## src/rtl/seg7_pkg.sv

```systemverilog
// Shared 7-segment definitions: active-low {g,f,e,d,c,b,a} glyphs for BCD digits.
package seg7_pkg;

  localparam logic [6:0] SEG_0     = 7'b1000000;
  localparam logic [6:0] SEG_1     = 7'b1111001;
  localparam logic [6:0] SEG_2     = 7'b0100100;
  localparam logic [6:0] SEG_3     = 7'b0110000;
  localparam logic [6:0] SEG_4     = 7'b0011001;
  localparam logic [6:0] SEG_5     = 7'b0010010;
  localparam logic [6:0] SEG_6     = 7'b0000010;
  localparam logic [6:0] SEG_7     = 7'b1111000;
  localparam logic [6:0] SEG_8     = 7'b0000000;
  localparam logic [6:0] SEG_9     = 7'b0010000;
  localparam logic [6:0] SEG_BLANK = 7'h7F;

  // Anodes are active-low, so "all off" is all ones at whatever digit count the user picks.
  localparam logic ANODE_OFF_BIT = 1'b1;

endpackage

```

## src/rtl/seg7_decoder.sv

```systemverilog
// Combinational BCD to active-low 7-segment decoder; non-BCD codes blank the digit.
module seg7_decoder
  import seg7_pkg::*;
(
  input  logic [3:0] bcd_i,
  output logic [6:0] seg_o
);

  always_comb begin
    seg_o = SEG_BLANK;
    case (bcd_i)
      4'd0:    seg_o = SEG_0;
      4'd1:    seg_o = SEG_1;
      4'd2:    seg_o = SEG_2;
      4'd3:    seg_o = SEG_3;
      4'd4:    seg_o = SEG_4;
      4'd5:    seg_o = SEG_5;
      4'd6:    seg_o = SEG_6;
      4'd7:    seg_o = SEG_7;
      4'd8:    seg_o = SEG_8;
      4'd9:    seg_o = SEG_9;
      default: seg_o = SEG_BLANK;
    endcase
  end

endmodule

```

## src/rtl/seven_seg_scanner.sv

```systemverilog
// Time-multiplexed common-anode display scanner with dead-time blanking, edit blink and colon.
// All state advances on the falling edge of MCLK.
module seven_seg_scanner
  import seg7_pkg::*;
#(
  parameter int unsigned NUM_DIGITS   = 4,
  parameter int unsigned REFRESH_DIV  = 16384,
  parameter int unsigned BLANK_CYCLES = 64,
  parameter int unsigned BLINK_DIV    = 8388608,
  parameter int unsigned DP_POS       = 2
) (
  input  logic                    MCLK,
  input  logic                    resetSignal,
  input  logic [4*NUM_DIGITS-1:0] digits,
  input  logic                    clkin,
  input  logic                    stopSignal,
  input  logic [1:0]              editSel,
  output logic [NUM_DIGITS-1:0]   anode,
  output logic [6:0]              seg,
  output logic                    dp
);

  localparam int unsigned CntW = (REFRESH_DIV > 1) ? $clog2(REFRESH_DIV) : 1;
  localparam int unsigned IdxW = (NUM_DIGITS > 1) ? $clog2(NUM_DIGITS) : 1;
  localparam int unsigned BlkW = (BLINK_DIV > 1) ? $clog2(BLINK_DIV) : 1;
  localparam logic [NUM_DIGITS-1:0] AnodeOff = {NUM_DIGITS{ANODE_OFF_BIT}};

  logic [CntW-1:0]       refresh_cnt_q, refresh_cnt_d;
  logic [IdxW-1:0]       scan_idx_q, scan_idx_d;
  logic [BlkW-1:0]       blink_cnt_q, blink_cnt_d;
  logic                  blink_phase_q, blink_phase_d;
  logic [3:0]            snapshot_q, snapshot_d;
  logic [NUM_DIGITS-1:0] anode_q, anode_d;
  logic [6:0]            seg_q, seg_d;
  logic                  dp_q, dp_d;

  logic [6:0] seg_dec;
  logic [3:0] digit_sel;
  logic       refresh_wrap, blink_wrap, edit_match, blank_now, colon_on;

  seg7_decoder u_decoder (
    .bcd_i (snapshot_q),
    .seg_o (seg_dec)
  );

  always_comb begin
    refresh_wrap  = (refresh_cnt_q == CntW'(REFRESH_DIV - 1));
    refresh_cnt_d = refresh_wrap ? '0 : refresh_cnt_q + 1'b1;
    scan_idx_d    = scan_idx_q;
    if (refresh_wrap) begin
      scan_idx_d = (scan_idx_q == IdxW'(NUM_DIGITS - 1)) ? '0 : scan_idx_q + 1'b1;
    end

    blink_wrap    = (blink_cnt_q == BlkW'(BLINK_DIV - 1));
    blink_cnt_d   = blink_wrap ? '0 : blink_cnt_q + 1'b1;
    blink_phase_d = blink_wrap ? ~blink_phase_q : blink_phase_q;

    // editSel values beyond the scanned range simply never match.
    edit_match = (32'(editSel) == 32'(scan_idx_q));
    blank_now  = (refresh_cnt_q < CntW'(BLANK_CYCLES)) ||
                 (!stopSignal && edit_match && blink_phase_q);

    digit_sel = 4'h0;
    anode_d   = AnodeOff;
    for (int unsigned i = 0; i < NUM_DIGITS; i++) begin
      if (scan_idx_q == IdxW'(i)) begin
        digit_sel  = digits[4*i +: 4];
        anode_d[i] = blank_now;
      end
    end

    // Latch the slot's digit once so mid-slot input changes cannot tear the display.
    snapshot_d = (refresh_cnt_q == '0) ? digit_sel : snapshot_q;

    seg_d    = seg_dec;
    colon_on = stopSignal ? clkin : 1'b1;
    dp_d     = ~(colon_on && (scan_idx_q == IdxW'(DP_POS)) && !blank_now);
  end

  always_ff @(negedge MCLK or negedge resetSignal) begin
    if (!resetSignal) begin
      refresh_cnt_q <= '0;
      scan_idx_q    <= '0;
      blink_cnt_q   <= '0;
      blink_phase_q <= 1'b0;
      snapshot_q    <= 4'h0;
      anode_q       <= AnodeOff;
      seg_q         <= SEG_BLANK;
      dp_q          <= 1'b1;
    end else begin
      refresh_cnt_q <= refresh_cnt_d;
      scan_idx_q    <= scan_idx_d;
      blink_cnt_q   <= blink_cnt_d;
      blink_phase_q <= blink_phase_d;
      snapshot_q    <= snapshot_d;
      anode_q       <= anode_d;
      seg_q         <= seg_d;
      dp_q          <= dp_d;
    end
  end

  assign anode = anode_q;
  assign seg   = seg_q;
  assign dp    = dp_q;

endmodule
```

## config.mk

```make
export PLATFORM = sky130hd
export DESIGN_NAME = seven_seg_scanner
export DESIGN_NICKNAME = d
export VERILOG_FILES = /design/src/rtl/seg7_pkg.sv /design/src/rtl/seg7_decoder.sv /design/src/rtl/seven_seg_scanner.sv
export SDC_FILE = /design/constraint.sdc
export NUM_CORES = 1
export LEC_CHECK = 0
export ABC_AREA = 0
export CORE_UTILIZATION = 55
export CTS_CLUSTER_SIZE = 14
export DETAILED_ROUTE_END_ITERATION = 8
export HOLD_SLACK_MARGIN = 0.1
export PLACE_DENSITY = 0.82
export SLEW_MARGIN = 25
export SYNTH_ARGS = -nofsm -noshare
export SYNTH_HDL_FRONTEND = slang
export SYNTH_SLANG_ARGS = --single-unit
```

## constraint.sdc

```tcl
create_clock -name MCLK -period 2.14 [get_ports MCLK]
set_input_delay 0.642 -clock MCLK [delete_from_list [all_inputs] [get_ports MCLK]]
set_output_delay 0.642 -clock MCLK [all_outputs]
set_load 0.02 [all_outputs]
```

==> results.json, run 1 <==
{
  "cts_buffers": 5,
  "worstPathCellList": "buf_6",
  "avgSynthCellArea_um2": 10.61,
  "log.warning_count": 49,
  "arrival_ps": 2080,
  "max_cap_violations": 0,
  "p_leak_nw": 1.654,
  "slew_violations": 0,
  "setup_viol": 16,
  "cts_max_level": 2,
  "p_int_mw": 1.434,
  "drive_above_1_share_pct": 23.66,
  "synth.top_cell.area_share_pct": 39.46,
  "worstReg2RegEnd": "snapshot_q[3]",
  "worstHoldPathType": "flop to flop",
  "ff2ff_setup_slack_ps": 70,
  "ys_seq_elements": 56,
  "synth-edff-count": 0,
  "place_congestion": 0.7816,
  "initial_utilization_pct": 57.92,
  "cp_max_fo": 1,
  "antenna_cells": 0,
  "finalHoldViolations": 0,
  "p_comb_share_pct": 7.7,
  "drc": 0,
  "status": "finished with violations",
  "vias_per_cell": 5.503,
  "fin_ws_ps": -585.2,
  "critPathLaunchType": "flop",
  "hold_path_end": "blink_cnt_q[0]",
  "drtIter0Drc": 70,
  "core_um2": 4817,
  "yosysWarningCount": 0,
  "violations": "negative setup slack",
  "ctsHoldBuffers": 0,
  "fp.dieW_um": 73.23,
  "switching_share_pct": 25.84,
  "antenna_found_initial": 0,
  "critical_path.max_stage_delay_ps": 540,
  "required_ps": 1500,
  "top_area_cell": "dfrtn_1",
  "power-top-group": "registers",
  "pwr-share-seq_pct": 56.9,
  "slowest_stage": "dfstp_2",
  "crit_buf_inv": 1
}
## run 1: routing by layer
metal	vias to the layer above	GRT usage (%)	share of wire [%]	wire (µm)
li1	1019	-	-	-
met1	1038	28.48	43	2344
met2	44	39.92	52	2788
met3	12	4.696	3.0	163
met4	0	8.715	2.1	114
met5	-	0	0	0
## run 1: how the worst max path moves through the flow
stage	from	to	slack, ps	cells after the start
global route	seg[1]	seg[1]	-620	1
finish	dp	dp	-590	1
floorplan	digits[0]	snapshot_q[0]	-430	4
CTS	dp	dp	-590	1
global placement	digits[2]	snapshot_q[2]	-880	5
detailed placement	digits[7]	snapshot_q[3]	-890	4
## run 1: metrics by stage
stage	setup TNS [ps]	area, µm²	power (mW)
2_1_floorplan	-3651	2809	1.204
3_3_place_gp	-14480	3259	1.295
3_5_place_dp	-14610	3259	1.298
4_1_cts	-7583	3465	1.948
5_1_grt	-8132	3481	2.033
6_report	-7591	3481	1.933
## run 1: registers in the layout (all words and copies together), names as in the netlist
name	count
anode	4
refresh_cnt_q	14
dp	1
blink_cnt_q	23
seg	7
blink_phase_q	1
snapshot_q	4
scan_idx_q	2
## run 1: timing repair
item,4_1_cts,5_1_grt
pin swaps,11,2
setup buffers,1,0
setup endpoints to repair,21,16
resized,132,2
## run 1: final cells by class
| cell class | instances | area, µm² |
|---|---|---|
| inverter | 12 | 45.04 |
| clock inverter | 15 | 70.07 |
| tap | 67 | 83.83 |
| fill | 350 | 1336 |
| sequential | 56 | 1416 |
| clock buffer | 5 | 68.82 |
| timing repair buffer | 42 | 401.6 |
| multi-input combinational | 187 | 1395 |
## run 1: cells by family after synthesis
logic type,share of synthesized area [%]
fa+ha+maj,5.381
mux,2.780
simple gates,21.44
flops,50.76
compound gates,7.354
buf+inv,2.870
xor+xnor,9.417
==> run_1/clock_map.png <==
(6 px per µm)
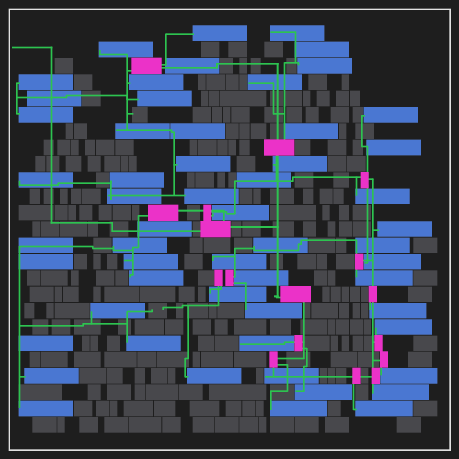
- green: clock wires (length 680 µm)
- blue: flip-flops (count 56)
- magenta: cells driving clock nets (count 17)
- flops lie: all over the die
skew final: 69.72 ps
clock power share: 35.3%
Insertion Delay late pin: 380 ps

==> run_1/wire_density.png <==
(4 px per µm) 15 x 15 tiles, from white (low) to dark blue (high), scaled to the fullest tile. Values are wire area over tile area, all layers added.
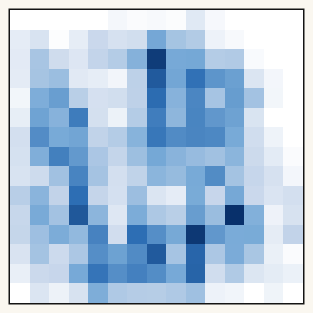
- fullest tile: 0.49
- densest ninth of the die: bottom center
- emptiest ninth of the die: upper right
GRT Total Usage: 23.11%
WL final: 5.411 mm
WL/cell: 14.09 µm
vias: 2113

==> run_1/port_nets.png <==
(6 px per µm)
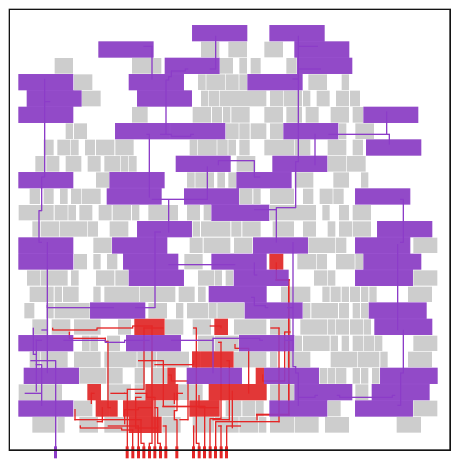
- red: digits (bits 16; direction input; end cells 15; buffers 16; wire 399 µm)
- purple: resetSignal (bits 1; direction input; end cells 56; buffers 3; wire 404 µm)

==> run_1/final_congestion.png <==
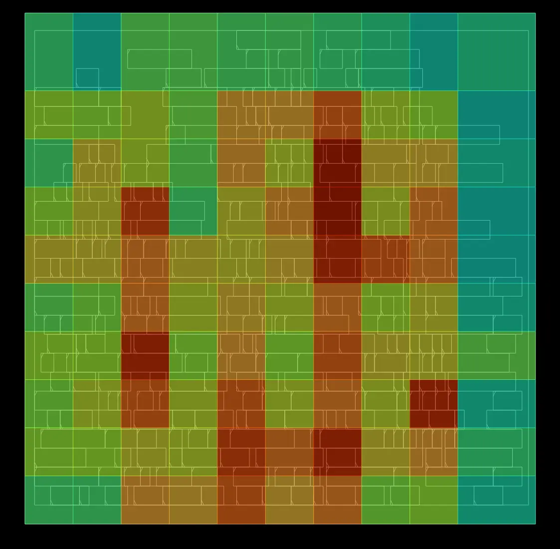
GR Util met3: 4.696%
GR peak layer: met2

==> run 1 -> run 2 <==
SLEW_MARGIN = 40   (was 25)
==> run_2/gate_families.png <==
(4 px per µm)
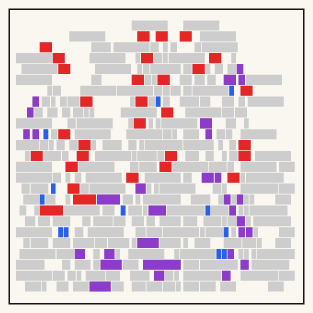
- blue: inverters (cells 12)
- purple: inverting AOI/OAI gates (cells 30)
- red: XOR/XNOR gates (cells 30)
Cell Count, Final, Fillers Out: 384
Comb area share: 40.08%
most numerous logic cell after layout: dfrtn_1

==> results.json, run 2 <==
{
  "initial_utilization_pct": 57.92,
  "max_cap_violations": 0,
  "worstPathCellList": "buf_6",
  "largest_reg_flops": 23,
  "grt_util_met3_pct": 4.696,
  "nFillCells": 350,
  "grtUsageMet2_pct": 39.92,
  "top_register": "blink_cnt_q",
  "ys_sh_mux_pct": 2.780,
  "totalWireLength_mm": 5.411,
  "ys_sh_simple_pct": 21.43,
  "topCombFamilyByArea": "simple AND/OR/NAND/NOR gates",
  "wl_per_cell_um": 14.09,
  "yosysWarningCount": 0,
  "synth.top_cell.area_share_pct": 39.46,
  "critical_path.max_stage_delay_ps": 540,
  "worstHoldPathType": "flop to flop",
  "avgSynthCellArea_um2": 10.61,
  "fa_ha_area_share_pct": 5.381,
  "drive_above_1_share_pct": 23.66,
  "vias_per_cell": 5.503,
  "core_um2": 4817,
  "grt_use_met1_pct": 28.48,
  "ys_sh_aoi_pct": 7.354,
  "wl_met1_mm": 2.344,
  "finalHoldViolations": 0,
  "top_area_cell": "dfrtn_1",
  "setup_viol": 16,
  "log.warning_count": 49,
  "critPathLaunchType": "flop",
  "crit_start": "dp",
  "worstSkewPairLatency_ps": 380,
  "slowest_stage": "dfstp_2",
  "p_total_mw": 1.933,
  "dpl_cell_area_um2": 3259,
  "fin_ws_ps": -585.2,
  "ys_seq_elements": 56,
  "fin_area_um2": 3481,
  "grt_usage_pct": 23.11,
  "required_ps": 1500,
  "wl_met3_um": 163,
  "cts_max_level": 2,
  "p_leak_nw": 1.654,
  "grt_busiest_layer": "met2",
  "crit_buf_inv": 1,
  "cp_max_fo": 1,
  "violations": "negative setup slack",
  "vias": 2113,
  "status": "finished with violations",
  "drc": 0
}
==> run_2/wire_density.png <==
(4 px per µm) 15 x 15 tiles, from white (low) to dark blue (high), scaled to the fullest tile. Values are wire area over tile area, all layers added.
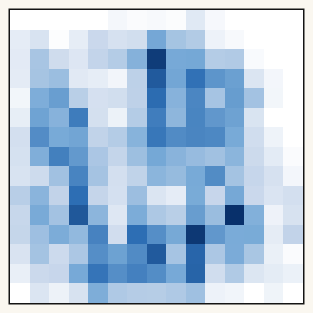
- mean over tiles: 0.16
- densest ninth of the die: bottom center
- fullest tile: 0.49
- nearly empty tiles: 11%

run 2: cell counts after synthesis:
Identical to the previous run, type by type.
run 2: timing repair:
action,4_1_cts,5_1_grt
endpoints found under the setup margin,21,16
pin swaps,11,2
endpoints found under the hold margin,0,0
gates resized,132,2
hold buffers,0,0
buffers inserted,1,0
run 2: worst paths after layout:
check                      depth (start not counted)        endpoint  slack, ps
max                                                1              dp       -590
min in group asynchronous                          1   scan_idx_q[0]       1070
max in group asynchronous                          2  blink_cnt_q[4]        530
min reg2reg                                        1  blink_cnt_q[0]        420
max reg2reg                                        5   snapshot_q[3]         70
min                                                1  blink_cnt_q[0]        420
run 2: area by class of cell:
class	count	area (µm²)	area share (%)
flip-flops and latches	56	1416	40.69
multi-input cells	187	1395	40.08
repair buffers	42	401.6	11.54
well taps	67	83.83	2.408
clock inverters	15	70.07	2.013
clock buffers	5	68.82	1.977
inverters	12	45.04	1.294
run 2: stage by stage:
stage	TNS, ps	util, %	hold WS (ps)	std cells
2_1_floorplan	-3651	-	373.8	263
3_3_place_gp	-14480	67.66	391.1	364
3_5_place_dp	-14610	67.66	421.0	364
4_1_cts	-7583	71.92	427.3	384
5_1_grt	-8132	72.26	437.9	384
6_report	-7591	72.26	417.0	384
run 2: cells by family (layout without fill, tap and decap cells):
logic type               Yosys count  count (layout)
buffers and inverters             20              74
adder cells (fa/ha/maj)           12              12
flip-flops                        56              56
AND-OR/OR-AND                     31              31
XOR/XNOR                          30              30
AND/OR/NAND/NOR                  107             107
multiplexers                       7               7
run 2: power breakdown:
group / switching (mW) / leakage (nW) / total (mW) / internal [mW]
Sequential: 0.0128 / 0.703 / 1.10 / 1.09
Clock: 0.417 / 0.109 / 0.683 / 0.266
Combinational: 0.0699 / 0.843 / 0.150 / 0.0797
==> run 2 -> run 3 <==
CORE_MARGIN = 2   (was default)
==> run_3/clock_map.png <==
(6 px per µm)
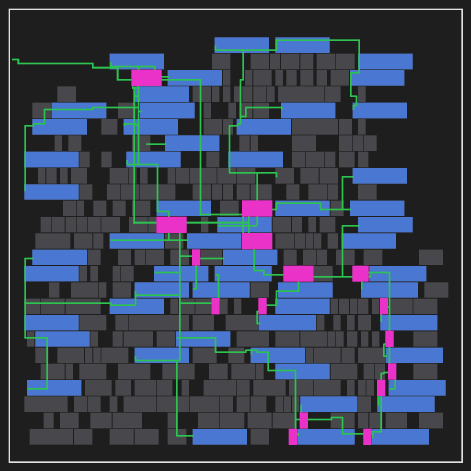
- green: clock wires (length 637 µm)
- magenta: cells driving clock nets (count 17)
- blue: flip-flops (count 56)
- routed clock nets: 18
- flops lie: all over the die
skew final: 61.12 ps
Insertion Delay late pin: 360 ps
clock power share: 35.1%
Clk power: 0.679 mW

==> results.json, run 3 <==
{
  "cp_max_fo": 1,
  "reg2reg_depth": 4,
  "dominant_cells": "sequential cells",
  "fp.dieW_um": 75.23,
  "worstReg2RegEnd": "snapshot_q[0]",
  "violations": "negative setup slack",
  "drive_above_1_share_pct": 23.10,
  "core_um2": 4817,
  "yosysWarningCount": 0,
  "largest_reg_flops": 23,
  "crit_start": "anode[2]",
  "top_area_cell": "dfrtn_1",
  "layout_top_cell": "dfrtn_1",
  "critPathLaunchType": "flop",
  "required_ps": 1500,
  "critical_path.max_stage_delay_ps": 530,
  "ys_seq_elements": 56,
  "cts_setup_buffers": 0,
  "vias_per_cell": 5.426,
  "whs_path_depth": 1,
  "antenna_cells": 0,
  "setup_viol": 16,
  "status": "finished with violations",
  "nFillCells": 377,
  "logic_area_um2": 1390,
  "fin_ws_ps": -578.9,
  "avgSynthCellArea_um2": 10.61,
  "grt_usage_pct": 21.49,
  "cts_max_level": 2
}
==> run_3/port_nets.png <==
(6 px per µm)
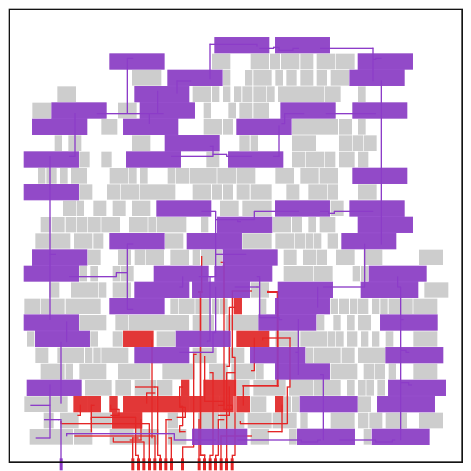
- purple: resetSignal (bits 1; direction input; end cells 56; buffers 3; wire 441 µm)
- red: digits (bits 16; direction input; end cells 15; buffers 16; wire 411 µm)

run 3: cell families (layout without fill, tap and decap cells):
| logic type | Yosys count | count (layout) | synth area share [%] |
|---|---|---|---|
| AND-OR/OR-AND | 31 | 31 | 7.354 |
| buffers and inverters | 20 | 73 | 2.870 |
| AND/OR/NAND/NOR | 107 | 107 | 21.44 |
| adder cells (fa/ha/maj) | 12 | 12 | 5.381 |
| flip-flops | 56 | 56 | 50.76 |
| XOR/XNOR | 30 | 30 | 9.417 |
| multiplexers | 7 | 7 | 2.780 |
run 3: worst max-delay path by stage:
stage | endpoint | cells after the start | slack (ps)
floorplan | snapshot_q[0] | 4 | -430
global placement | snapshot_q[2] | 5 | -880
detailed placement | snapshot_q[2] | 5 | -900
CTS | anode[2] | 1 | -580
global route | anode[2] | 1 | -610
finish | anode[2] | 1 | -580
run 3: per-stage QoR:
stage	setup WS, ps	hold WS, ps	setup TNS [ps]	instance area [µm²]
global route	-613.9	453.6	-8002	3483
finish	-578.9	416.3	-7461	3483
CTS	-584.2	421.2	-7539	3492
detailed placement	-901.5	419.8	-14640	3272
floorplan	-431.5	373.8	-3651	2809
global placement	-876.6	393.2	-14480	3272
run 3: repair_timing:
item,4_1_cts,5_1_grt
resized,129,3
setup endpoints to repair,21,18
pin swaps,11,8
run 3: routing by layer:
metal	vias up	wire [µm]	GRT usage, %
met5	-	0	0
met4	0	103	8.187
met2	32	2739	37.04
met3	10	161	4.016
met1	1016	2412	26.92
li1	1020	-	-
run 3: where the power goes:
part | switching, mW | total [mW] | internal (mW)
sequential | 0.0128 | 1.10 | 1.09
clock | 0.411 | 0.679 | 0.269
combinational | 0.0714 | 0.152 | 0.0810
total | 0.495 | 1.93 | 1.44
No activity file was given, so power comes from the tool's default toggle rates.
